## config.mk

```make
export PLATFORM = sky130hd
export DESIGN_NAME = pipelined_cla_adder
export DESIGN_NICKNAME = d
export VERILOG_FILES = /design/src/rtl/ae_arith_pkg.sv /design/src/rtl/cla_segment.sv /design/src/rtl/pipelined_cla_adder.sv
export SDC_FILE = /design/constraint.sdc
export NUM_CORES = 1
export LEC_CHECK = 0
export ABC_AREA = 1
export CAP_MARGIN = 10
export CORE_MARGIN = 2
export CORE_UTILIZATION = 51
export DETAILED_ROUTE_END_ITERATION = 10
export MAX_ROUTING_LAYER = met4
export PLACE_DENSITY = 0.8
export SYNTH_ARGS = -nofsm -noshare
export SYNTH_HDL_FRONTEND = slang
export SYNTH_SLANG_ARGS = --single-unit
```

## constraint.sdc

```tcl
create_clock -name clk -period 2.5 [get_ports clk]
set_input_delay 0.5 -clock clk [delete_from_list [all_inputs] [get_ports clk]]
set_output_delay 0.5 -clock clk [all_outputs]
set_load 0.01 [all_outputs]
```

## src/rtl/ae_arith_pkg.sv

```systemverilog
// Shared arithmetic definitions for the autoencoder datapath: default sizes,
// the add/sub mode type and the saturation clamp values.
package ae_arith_pkg;

    localparam int DEF_WIDTH          = 16;
    localparam int DEF_SEG_W          = 4;
    localparam int DEF_SEGS_PER_STAGE = 2;
    localparam int SAT_MAX_W          = 64;

    typedef enum logic {
        OP_ADD = 1'b0,
        OP_SUB = 1'b1
    } op_mode_e;

    // Clamp value for a width-bit signed result, zero-extended to SAT_MAX_W;
    // sign=1 gives the most negative value, sign=0 the most positive.
    function automatic logic [SAT_MAX_W-1:0] sat_limit(input int width, input logic sign);
        logic [SAT_MAX_W-1:0] msb;
        msb = SAT_MAX_W'(1) << (width - 1);
        return sign ? msb : (msb - SAT_MAX_W'(1));
    endfunction

endpackage

```

## src/rtl/cla_segment.sv

```systemverilog
// One carry-lookahead segment: flattened sum-of-products carries, plus group
// generate/propagate so the next segment can be chained with a single gate level.
module cla_segment #(
    parameter int SEG_W = 4
) (
    input  logic [SEG_W-1:0] a,
    input  logic [SEG_W-1:0] b,
    input  logic             cin,
    output logic [SEG_W-1:0] sum,
    output logic             g,
    output logic             p,
    output logic             c_msb
);

    logic [SEG_W-1:0] gen;
    logic [SEG_W-1:0] prop;
    logic [SEG_W-1:0] carry;
    logic             seg_g;
    logic             term;
    logic             term_g;

    assign gen  = a & b;
    assign prop = a ^ b;

    // carry[i] = OR_j (gen[j] & prop[j+1..i-1]) | (cin & prop[0..i-1])
    always_comb begin
        carry    = '0;
        carry[0] = cin;
        seg_g    = 1'b0;
        term     = 1'b0;
        term_g   = 1'b0;
        for (int i = 1; i <= SEG_W; i++) begin
            term_g = 1'b0;
            for (int j = 0; j < i; j++) begin
                term = gen[j];
                for (int k = j + 1; k < i; k++) begin
                    term = term & prop[k];
                end
                term_g = term_g | term;
            end
            if (i == SEG_W) begin
                seg_g = term_g;
            end else begin
                term = cin;
                for (int k = 0; k < i; k++) begin
                    term = term & prop[k];
                end
                carry[i] = term_g | term;
            end
        end
    end

    assign sum   = prop ^ carry;
    assign g     = seg_g;
    assign p     = &prop;
    assign c_msb = carry[SEG_W-1];

endmodule

```

## src/rtl/pipelined_cla_adder.sv

```systemverilog
// Pipelined two's-complement CLA adder/subtractor with valid/ready flow control.
// Define ADDER_SAT_EN to clamp overflowing results instead of wrapping.
module pipelined_cla_adder
    import ae_arith_pkg::*;
#(
    parameter int WIDTH          = DEF_WIDTH,
    parameter int SEG_W          = DEF_SEG_W,
    parameter int SEGS_PER_STAGE = DEF_SEGS_PER_STAGE
) (
    input  logic             clk,
    input  logic             rst_n,
    input  logic             in_valid,
    output logic             in_ready,
    input  logic [WIDTH-1:0] in_a,
    input  logic [WIDTH-1:0] in_b,
    input  logic             in_sub,
    output logic             out_valid,
    input  logic             out_ready,
    output logic [WIDTH-1:0] out_sum,
    output logic             out_ovf
);

    localparam int STAGE_W = SEG_W * SEGS_PER_STAGE;
    localparam int STAGES  = WIDTH / STAGE_W;

    // Handshake: a transfer happens on a rising edge where valid & ready are both
    // high; valid never depends on ready, ready may depend combinationally on
    // downstream ready so a full pipe still moves one op per cycle.
    op_mode_e op;
    assign op = op_mode_e'(in_sub);

    for (genvar k = 0; k < STAGES; k++) begin : g_stage
        localparam int BASE = k * STAGE_W;

        logic [WIDTH-1:0]          a_i;
        logic [WIDTH-1:0]          b_i;
        logic [WIDTH-1:0]          sum_i;
        logic [WIDTH-1:0]          sum_o;
        logic [WIDTH-1:0]          sum_d;
        logic                      c_i;
        logic                      v_i;
        logic                      load;
        logic                      next_load;
        logic [STAGE_W-1:0]        seg_sum;
        logic [SEGS_PER_STAGE:0]   chain;
        logic [SEGS_PER_STAGE-1:0] seg_msb;

        logic                      v_q;
        logic [WIDTH-1:0]          a_q;
        logic [WIDTH-1:0]          b_q;
        logic [WIDTH-1:0]          sum_q;
        logic                      c_q;

        if (k == 0) begin : g_head
            // Subtraction as A + ~B + 1, so in_sub is consumed here and travels
            // with its operands as the pre-inverted B and the carry-in.
            assign v_i   = in_valid;
            assign a_i   = in_a;
            assign b_i   = (op == OP_SUB) ? ~in_b : in_b;
            assign sum_i = '0;
            assign c_i   = (op == OP_SUB);
        end else begin : g_body
            assign v_i   = g_stage[k-1].v_q;
            assign a_i   = g_stage[k-1].a_q;
            assign b_i   = g_stage[k-1].b_q;
            assign sum_i = g_stage[k-1].sum_q;
            assign c_i   = g_stage[k-1].c_q;
        end

        if (k == STAGES - 1) begin : g_last_ready
            assign next_load = out_ready;
        end else begin : g_mid_ready
            assign next_load = g_stage[k+1].load;
        end

        assign load     = !v_q || next_load;
        assign chain[0] = c_i;

        for (genvar j = 0; j < SEGS_PER_STAGE; j++) begin : g_seg
            localparam int LO = BASE + j * SEG_W;
            logic seg_g;
            logic seg_p;

            cla_segment #(
                .SEG_W(SEG_W)
            ) u_seg (
                .a    (a_i[LO +: SEG_W]),
                .b    (b_i[LO +: SEG_W]),
                .cin  (chain[j]),
                .sum  (seg_sum[j*SEG_W +: SEG_W]),
                .g    (seg_g),
                .p    (seg_p),
                .c_msb(seg_msb[j])
            );

            assign chain[j+1] = seg_g | (seg_p & chain[j]);
        end

        always_comb begin
            sum_o                    = sum_i;
            sum_o[BASE +: STAGE_W]   = seg_sum;
        end

        if (k == STAGES - 1) begin : g_tail
            logic ovf;
            logic ovf_q;

            assign ovf = seg_msb[SEGS_PER_STAGE-1] ^ chain[SEGS_PER_STAGE];

`ifdef ADDER_SAT_EN
            // Overflow direction follows A's sign: both operands share it then.
            logic [SAT_MAX_W-1:0] lim;
            assign lim   = sat_limit(WIDTH, a_i[WIDTH-1]);
            assign sum_d = ovf ? lim[WIDTH-1:0] : sum_o;
`else
            assign sum_d = sum_o;
`endif

            always_ff @(posedge clk or negedge rst_n) begin
                if (!rst_n) begin
                    ovf_q <= 1'b0;
                end else if (load && v_i) begin
                    ovf_q <= ovf;
                end
            end
        end else begin : g_pass
            assign sum_d = sum_o;
        end

        always_ff @(posedge clk or negedge rst_n) begin
            if (!rst_n) begin
                v_q   <= 1'b0;
                a_q   <= '0;
                b_q   <= '0;
                sum_q <= '0;
                c_q   <= 1'b0;
            end else if (load) begin
                v_q <= v_i;
                if (v_i) begin
                    a_q   <= a_i;
                    b_q   <= b_i;
                    sum_q <= sum_d;
                    c_q   <= chain[SEGS_PER_STAGE];
                end
            end
        end
    end

    assign in_ready  = g_stage[0].load;
    assign out_valid = g_stage[STAGES-1].v_q;
    assign out_sum   = g_stage[STAGES-1].sum_q;
    assign out_ovf   = g_stage[STAGES-1].g_tail.ovf_q;

endmodule

```

**Ports around the boundary**

Drawn at 4 px/um. Pins as bars across the die edge, other pins in grey.
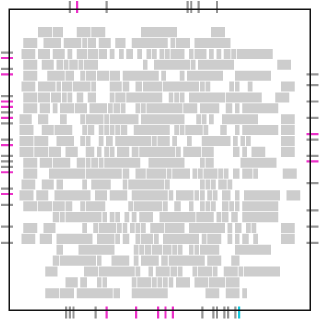
Cyan stands for `out_valid`, pins 1, direction output, edge bottom. Magenta stands for `in_a`, pins 16, direction input, edge 8 left, 5 bottom, 2 right, 1 top.

**Clock network drawn from the DEF**

Drawn at 6 px/um.
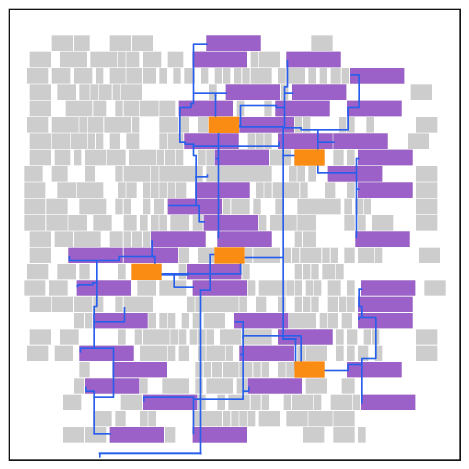
Orange stands for clock-net drivers, count 5. Purple stands for flip-flops, count 44. Blue stands for clock wires, length 494 um.
There are 6 routed clock nets.

**Metal layers overlaid**

Drawn at 4 px/um. Only two layers are drawn.
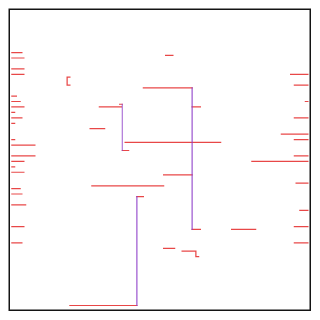
Purple stands for M4, wire length 74.1 um. Red stands for M3, wire length 220 um.

==> flow_summary.yaml <==
# implementation run metrics
logic_synthesis:
  common_cells: "nand2_1 (106), dfrtp_1 (44), inv_1 (24)"
  top_area_cell: "dfrtp_1"
  async_reset_ff_frac: 1.00
  avgSynthCellArea_um2: 8.57
  ys_sh_xor: 0.0717
  top_cells_by_area: "dfrtp_1 (43%), nand2_1 (16%), ha_1 (9.8%)"
  synth-simple-area-share: 0.234
  synth_area_mm2: 0.00256
  mux_share: 0
  netlist_instances: 299
  adder_share: 0.121
  synth_top_cell_by_count: "nand2_1"
  ys_seq_frac: 0.429
  synth.top_cell.area_share: 0.429
  ys_area_mm2: 0.00256
  ys.flop_type: "dfrtp_1"
setup_path:
  cpMostUsedCell: "xor2_1"
  worstPathMaxFanout: 5
  worst_r2r_startpoint: "g_stage[0].a_q[9]"
  path_buffers: 2
  worst-setup-path-type: "in2reg"
  crit-reg2reg-capture: "out_ovf"
  start_kind: "primary input"
  cp-end-kind: "flop"
  regToRegSetupSlack_ns: 0.55
  cp.arrival_ns: 2.62
  crit_family: "adder cells"
finish:
  regArea_mm2: 0.00110
  fillers: 383
  seq_share: 0.330
  buf_share: 0.192
  comb_cells: 219
  instances_no_fill: 433
  syn_to_final_growth_pct: 30.3
  clkCellAreaFrac: 0.0378
  nNonClkBuffers: 68
  fin_nets: 425
  final_layout_top_logic_cell: "nand2_1"
  comb-cell-share: 0.385
  fin_util: 0.698
  antenna_cells: 0
  comb_area_mm2: 0.00129
  largest_cell_class: "multi-input combinational cells"
  fin_area_mm2: 0.00334
  largest_reg_flops: 16
sta:
  worst_slack_ns: 0.0974
  finalHoldViolCount: 0
  rsz0062_at_grt: "true"
  finalSetupTns_ns: 0
  period_used_share: 0.961
  tightest_slew_ns: 0.918
global_route:
  met1_usage: 0.270
  grt_pass1_wl_um: 8690
  grt_max_degree: 45
  gr-total-overflow: 0
clock_network:
  cts-root-buf: "clkbuf_8"
  htreeDepth: 2
  cts_hold_buffers: 0
  tritoncts: "yes"
  cts_buffers: 5
  cts_buffer_depth: 2
  clock_sinks: 44
run:
  max-cap-violations: 0
  log.warning_count: 30
outcome:
  outcome: "complete, no violations"
place:
  place_ws_ns: -0.379
  hpwlAfterDp_um: 3640
  port_buffers: 55
pwr:
  pwr-share-seq: 0.389
  sw_frac_of_total: 0.323
  peakVddDrop_uv: 399
  clock_power_mw: 0.586
  power.internal_mw: 1.81
  p_leak_nw: 1.67
  power-top-group: "registers"
  p_comb_frac: 0.391
routing:
  routed.top_layer: "met4"
  via_count: 2050
  routed_wirelength_um: 4770
  dr.first_iter.drc_count: 116
  dr_wl_met2_um: 2180
  met1_length_um: 2290
die:
  io_pins: 56
  floorplan.core_util: 0.536
  core_area_mm2: 0.00479
  row_count: 25
  die_y_um: 74.9
**Gate-type map**

Drawn at 4 px/um.
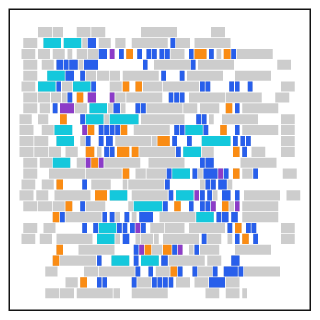
Cyan stands for fa/ha/maj cells, cells 23, most used ha_1. Orange stands for aoi and oai cells, cells 33, most used o21ai_0. Purple stands for nor cells, cells 14, most used nor2_1. Blue stands for nand cells, cells 126, most used nand2_1.

**Clock routing**

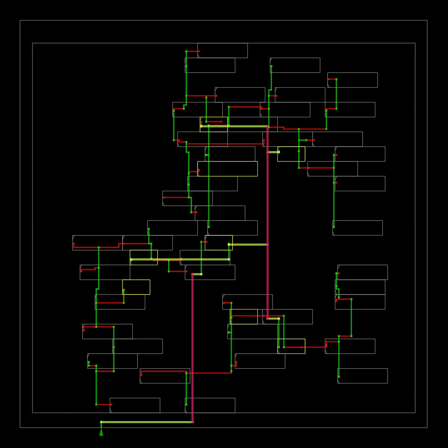
Worst Skew: 0.00501 ns
Flops: 44

Power figures rest on the tool's default switching activity, not on a simulated workload.
